[src/rtl/mgt_01_f_wb_arbiter.sv]
// mgt_01_f_wb_arbiter: FP register file write-back arbiter.
// Round-robin grant of the single write port plus a pending-write scoreboard.
module mgt_01_f_wb_arbiter #(
  parameter int N_REQ  = 4,
  parameter int ADDR_W = 5,
  parameter int DATA_W = 32,
  parameter int N_REGS = 32
) (
  input  logic                      clk_i,
  input  logic                      rst_i,
  input  logic                      clk_en_i,
  input  logic [N_REQ-1:0]          req_valid_i,
  input  logic [N_REQ*ADDR_W-1:0]   req_faddr_i,
  input  logic [N_REQ*DATA_W-1:0]   req_fdata_i,
  output logic [N_REQ-1:0]          req_ready_o,
  input  logic                      issue_valid_i,
  input  logic [ADDR_W-1:0]         issue_faddr_i,
  output logic                      issue_stall_o,
  input  logic [ADDR_W-1:0]         r1_faddr_i,
  input  logic [ADDR_W-1:0]         r2_faddr_i,
  input  logic [ADDR_W-1:0]         r3_faddr_i,
  output logic [2:0]                raw_hazard_o,
  output logic                      we_o,
  output logic [ADDR_W-1:0]         w_faddr_o,
  output logic [DATA_W-1:0]         wr_fdata_o,
  output logic [N_REGS-1:0]         busy_o
);

  localparam int PW = $clog2(N_REQ);

  logic [PW-1:0]     rr_ptr;
  logic [PW-1:0]     gidx;
  logic [PW-1:0]     hi_idx;
  logic [PW-1:0]     lo_idx;
  logic [PW-1:0]     nxt_ptr;
  logic              hi_any;
  logic              lo_any;
  logic              grant_en;
  logic [ADDR_W-1:0] addr_arr [N_REQ];
  logic [DATA_W-1:0] data_arr [N_REQ];
  logic [N_REGS-1:0] busy_nxt;

  always_comb begin
    for (int k = 0; k < N_REQ; k++) begin
      addr_arr[k] = req_faddr_i[k*ADDR_W +: ADDR_W];
      data_arr[k] = req_fdata_i[k*DATA_W +: DATA_W];
    end
  end

  // Lowest valid index at/after rr_ptr wins; else lowest overall (wrap).
  always_comb begin
    hi_idx = '0;
    lo_idx = '0;
    hi_any = 1'b0;
    lo_any = 1'b0;
    for (int k = N_REQ - 1; k >= 0; k--) begin
      if (req_valid_i[k]) begin
        lo_idx = PW'(k);
        lo_any = 1'b1;
        if (k >= int'(rr_ptr)) begin
          hi_idx = PW'(k);
          hi_any = 1'b1;
        end
      end
    end
  end

  assign gidx     = hi_any ? hi_idx : lo_idx;
  assign grant_en = lo_any & clk_en_i & ~rst_i;
  assign nxt_ptr  = (gidx == PW'(N_REQ - 1)) ? '0 : gidx + PW'(1);

  assign req_ready_o = grant_en ? ({{(N_REQ-1){1'b0}}, 1'b1} << gidx)
                                : '0;

  assign issue_stall_o = issue_valid_i & busy_o[issue_faddr_i];
  assign raw_hazard_o  = {busy_o[r3_faddr_i],
                          busy_o[r2_faddr_i],
                          busy_o[r1_faddr_i]};

  // Clear first so a same-edge issue to the committed register wins.
  always_comb begin
    busy_nxt = busy_o;
    if (we_o)
      busy_nxt[w_faddr_o] = 1'b0;
    if (issue_valid_i && !issue_stall_o)
      busy_nxt[issue_faddr_i] = 1'b1;
  end

  always_ff @(posedge clk_i) begin
    if (rst_i) begin
      rr_ptr     <= '0;
      busy_o     <= '0;
      we_o       <= 1'b0;
      w_faddr_o  <= '0;
      wr_fdata_o <= '0;
    end else if (clk_en_i) begin
      busy_o <= busy_nxt;
      we_o   <= grant_en;
      if (grant_en) begin
        w_faddr_o  <= addr_arr[gidx];
        wr_fdata_o <= data_arr[gidx];
        rr_ptr     <= nxt_ptr;
      end
    end
  end

endmodule

[config.mk]
export PLATFORM = sky130hd
export DESIGN_NAME = mgt_01_f_wb_arbiter
export DESIGN_NICKNAME = d
export VERILOG_FILES = /design/src/rtl/mgt_01_f_wb_arbiter.sv
export SDC_FILE = /design/constraint.sdc
export NUM_CORES = 1
export LEC_CHECK = 0
export CAP_MARGIN = 20
export CORE_MARGIN = 2
export CORE_UTILIZATION = 45
export CTS_CLUSTER_SIZE = 40
export DETAILED_ROUTE_END_ITERATION = 10
export PLACE_DENSITY = 0.92
export SLEW_MARGIN = 20
export SYNTH_ARGS = -nofsm -noshare
export SYNTH_HDL_FRONTEND = slang
export SYNTH_SLANG_ARGS = --single-unit
[constraint.sdc]
create_clock -name clk_i -period 3.8 [get_ports clk_i]
set_input_delay 0.76 -clock clk_i [delete_from_list [all_inputs] [get_ports clk_i]]
set_output_delay 0.76 -clock clk_i [all_outputs]
set_load 0.02 [all_outputs]
==> Slide: Implementation Results <==
Synthesis and Place & Route Summary

Route
  – DR WL/cell: 21.6 um
  – Detailed-route via count: 5930
  – Final ANT Viol Nets: 0
  – Remaining DRCs: 0
  – Detailed Route Iter0 Violations: 483
  – Router iterations before antenna repair: 5
  – Vias per cell: 6.11
  – Routed WL: 20900 um

Layout
  – # nets final: 1002
  – Comb area: 3540 sq um
  – Area Overhead vs Synth: 59.6%
  – Layout cell share with drive strength beyond 1: 0.103
  – Flop area: 1440 sq um
  – Final Util: 0.731
  – Antenna cell count: 0

Yosys
  – Biggest area consumer among synthesized cells: dfxtp_1
  – Register bit total from synthesis: 72
  – Async SR Flop Fraction: 0
  – Ys flop type: dfxtp_1
  – Average cell area after synthesis: 8.86 sq um
  – Yosys stat chip area: 5180 sq um
  – Count of library flops with an enable pin: 0
  – Most instantiated cells after synthesis: dfxtp_1 (72), o21ai_0 (61), nand2_1 (54)
  – Mapped cell area: 5180 sq um
  – Post-synthesis cell count from yosys: 585
  – Unique masters post-synth: 39
  – Syn Nets: 765
  – Biggest area cells: dfxtp_1 (28%), mux4_2 (13%), mux2i_1 (10%), o21ai_0 (5.9%), o211ai_1 (5.5%)
  – Synth warn: 0

Pwr
  – Worst vdd ir: 187 uV
  – Pwr dens: 315 nW/um^2
  – Pwr Total: 0.00260 W
  – LEAKAGE: 3.04 nW

Clock tree
  – CTS tree: yes
  – Clk root buf: clkbuf_16
  – Number of gates resized after CTS: 3
  – Reg clk slew, reported paths: 0.06 ns
  – Setup Buffers After CTS: 0
  – Sink Count: 72
  – Num CTS Buffers: 9
  – CTS H-tree lvls: 3

Outcome
  – Status: finished, final reports clean

Final timing
  – Fin. Hold Viols: 0
  – RSZ-0062 raised after global routing: false
  – Final WS setup: 0.0435 ns
  – Min cycle time layout: 3.76 ns
  – Slew margin rel.: 0.568
  – Count of final max-slew check failures: 0
  – Fmax: 0.266 GHz
  – Setup TNS: 0 ns
  – Post-route clock period utilization: 0.989
  – Setup-failing EPs final: 0
  – Worst-Margin Slew: 0.648 ns

Global route
  – Global-route wire length before repair: 32800 um
  – GRT overflow: 0
  – Largest net degree at the start of global routing: 75
  – GRT Total Usage: 0.334

Placement
  – Input/output buffers: 253
  – Hpwl dp: 15700 um
  – Gpl congestion: 1.01
  – Pre-CTS setup slack: -0.166 ns

Hold path
  – Hold_sp: wr_fdata_o[1]$_SDFFE_PP0P_
  – Worst hold path class: reg -> reg
  – Min-Delay Path Depth: 2
  – WHS Endpoint: wr_fdata_o[1]$_SDFFE_PP0P_

Flow run
  – Max_cap viols: 0
  – Log Warnings: 29

Worst setup path
  – Crit path capture type: output port
  – RR Endpoint: w_faddr_o[2]$_SDFFE_PP0P_
  – RR Startpoint: rr_ptr[1]$_SDFFE_PP0P_
  – Crit path DAT: 3.00 ns
  – Worst Setup SP: r1_faddr_i[0]
  – Reg2reg setup slack: 1.77 ns

Die
  – Row cnt: 39
  – Die W: 111 um
  – Init Core Util: 0.458
  – I/O pin total: 254
==> critical path, stage by stage <==
cell and delay (ns):
clkdlybuf4s50_1 0.51, buf_12 0.15, mux4_2 0.51, mux4_2 0.48
mux2_2 0.27, dlygate4sd2_1 0.32
==> sequential cells by signal (all words and copies together) (netlist names) <==
name        cells
busy_o         32
wr_fdata_o     32
w_faddr_o       5
rr_ptr          2
we_o            1
==> stage by stage <==
stage               instances  instance area, sq um  hold WS (ns)
finish                    970                  8270         0.480
global route              970                  8270         0.495
CTS                       970                  8250         0.483
detailed placement        954                  7930         0.468
global placement          954                  7930         0.465
floorplan                 585                  5180         0.491
==> logic make-up after synthesis <==
| group | after synthesis | synth area share |
|---|---|---|
| flops | 72 | 0.278 |
| compound gates | 176 | 0.221 |
| fa+ha+maj | 4 | 0.00966 |
| buf+inv | 53 | 0.0456 |
| simple gates | 193 | 0.204 |
| mux | 87 | 0.241 |
==> how the worst max path moves through the flow <==
stage	slack, ns	cells past startpoint	to
detailed placement	-0.17	6	raw_hazard_o[1]
finish	0.04	6	raw_hazard_o[0]
global route	0.003	8	req_ready_o[0]
floorplan	0.83	4	raw_hazard_o[0]
global placement	-0.13	6	raw_hazard_o[1]
CTS	0.01	8	issue_stall_o
==> per-layer routing <==
metal	global-route usage	routed length [um]
met1	0.396	7750
met2	0.573	10200
met3	0.0831	2090
met4	0.153	855
met5	0	0
==> cell usage in the layout (no fill, tap or decap), types with 2 or more instances in the layout <==
| cell type | n |
|---|---|
| clkdlybuf4s50_1 | 248 |
| dfxtp_1 | 72 |
| o21ai_0 | 61 |
| nand2_1 | 54 |
| mux2i_1 | 53 |
| o211ai_1 | 38 |
| and3_1 | 38 |
| a21boi_0 | 37 |
| mux4_2 | 30 |
| nor2b_1 | 24 |
| nand3b_1 | 19 |
| nor2_1 | 17 |
| buf_4 | 17 |
| o31ai_1 | 15 |
| o21ai_1 | 12 |
| clkbuf_16 | 9 |
| nand2b_1 | 6 |
| nand3_1 | 6 |
| and2_1 | 5 |
| buf_12 | 5 |
| or2_2 | 4 |
| inv_1 | 4 |
| mux2_2 | 4 |
| ha_1 | 4 |
| o22ai_1 | 3 |
| or3b_1 | 3 |
| nor3_1 | 3 |
| nor3b_1 | 3 |
| o21bai_1 | 2 |
| nand4_1 | 2 |
| o32ai_1 | 2 |
| bufinv_16 | 2 |
| clkinv_4 | 2 |
| inv_6 | 2 |
| dlymetal6s2s_1 | 2 |
| dlygate4sd2_1 | 2 |
==> layout make-up <==
type,count,area share
clock buffer,9,0.0272
clock inverter,7,0.0124
inverter,4,0.00182
multi-input combinational,460,0.429
sequential,72,0.174
tap,143,0.0216
timing repair buffer,275,0.334
==> power by group <==
group          leakage [nW]  internal, W  switching, W
sequential            0.587     0.000812     0.0000566
combinational          2.30     0.000426      0.000374
clock                 0.157     0.000582      0.000352
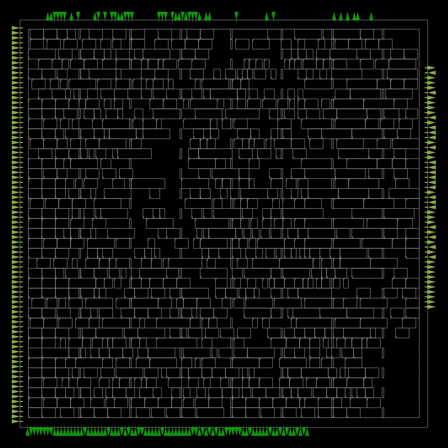
Fig. 1. Placed standard cells.
Fillers: 829
fraction of area in registers: 0.174
CORE AREA: 11300 sq um

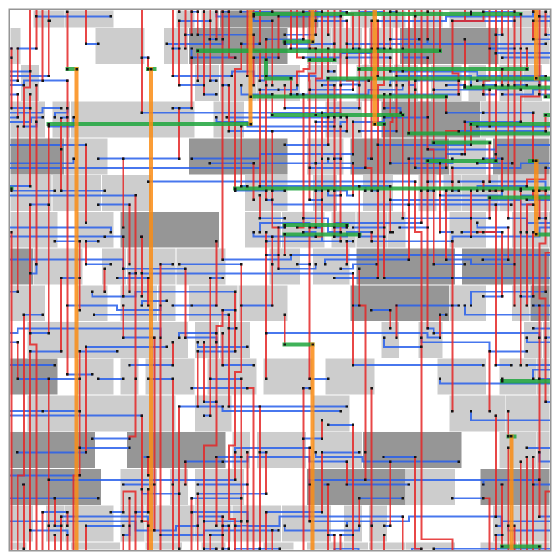
Fig. 2. Close-up of the layout.
Region (36, 13) to (76, 53) um. Cells in grey, sequential cells in the stronger grey; small squares are vias.
[green] M3
[orange] M4
[blue] M1
[red] M2
sequential cells in the window: 17
netlist names of flops here include: busy_o (8), wr_fdata_o (8)
cells with their middle in the window: 115
most frequent: clkdlybuf4s50_1 (24), dfxtp_1 (17), nand2_1 (13)

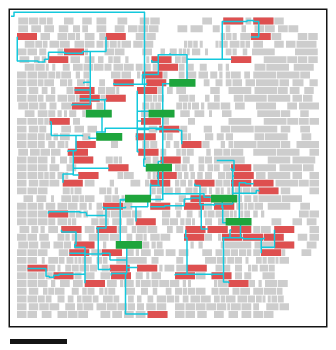
Fig. 3. Clock distribution.
Bar = 20 um.
[green] clock-net drivers | count: 9
[cyan] clock wires | length: 1000 um
[red] flip-flops | count: 72
routed clock nets: 10
clk latency late pin: 0.33 ns
Clk pwr share: 0.359
Power Clock: 0.000934 W
final clock skew: 0.0101 ns

Power figures rest on the tool's default switching activity, not on a simulated workload.
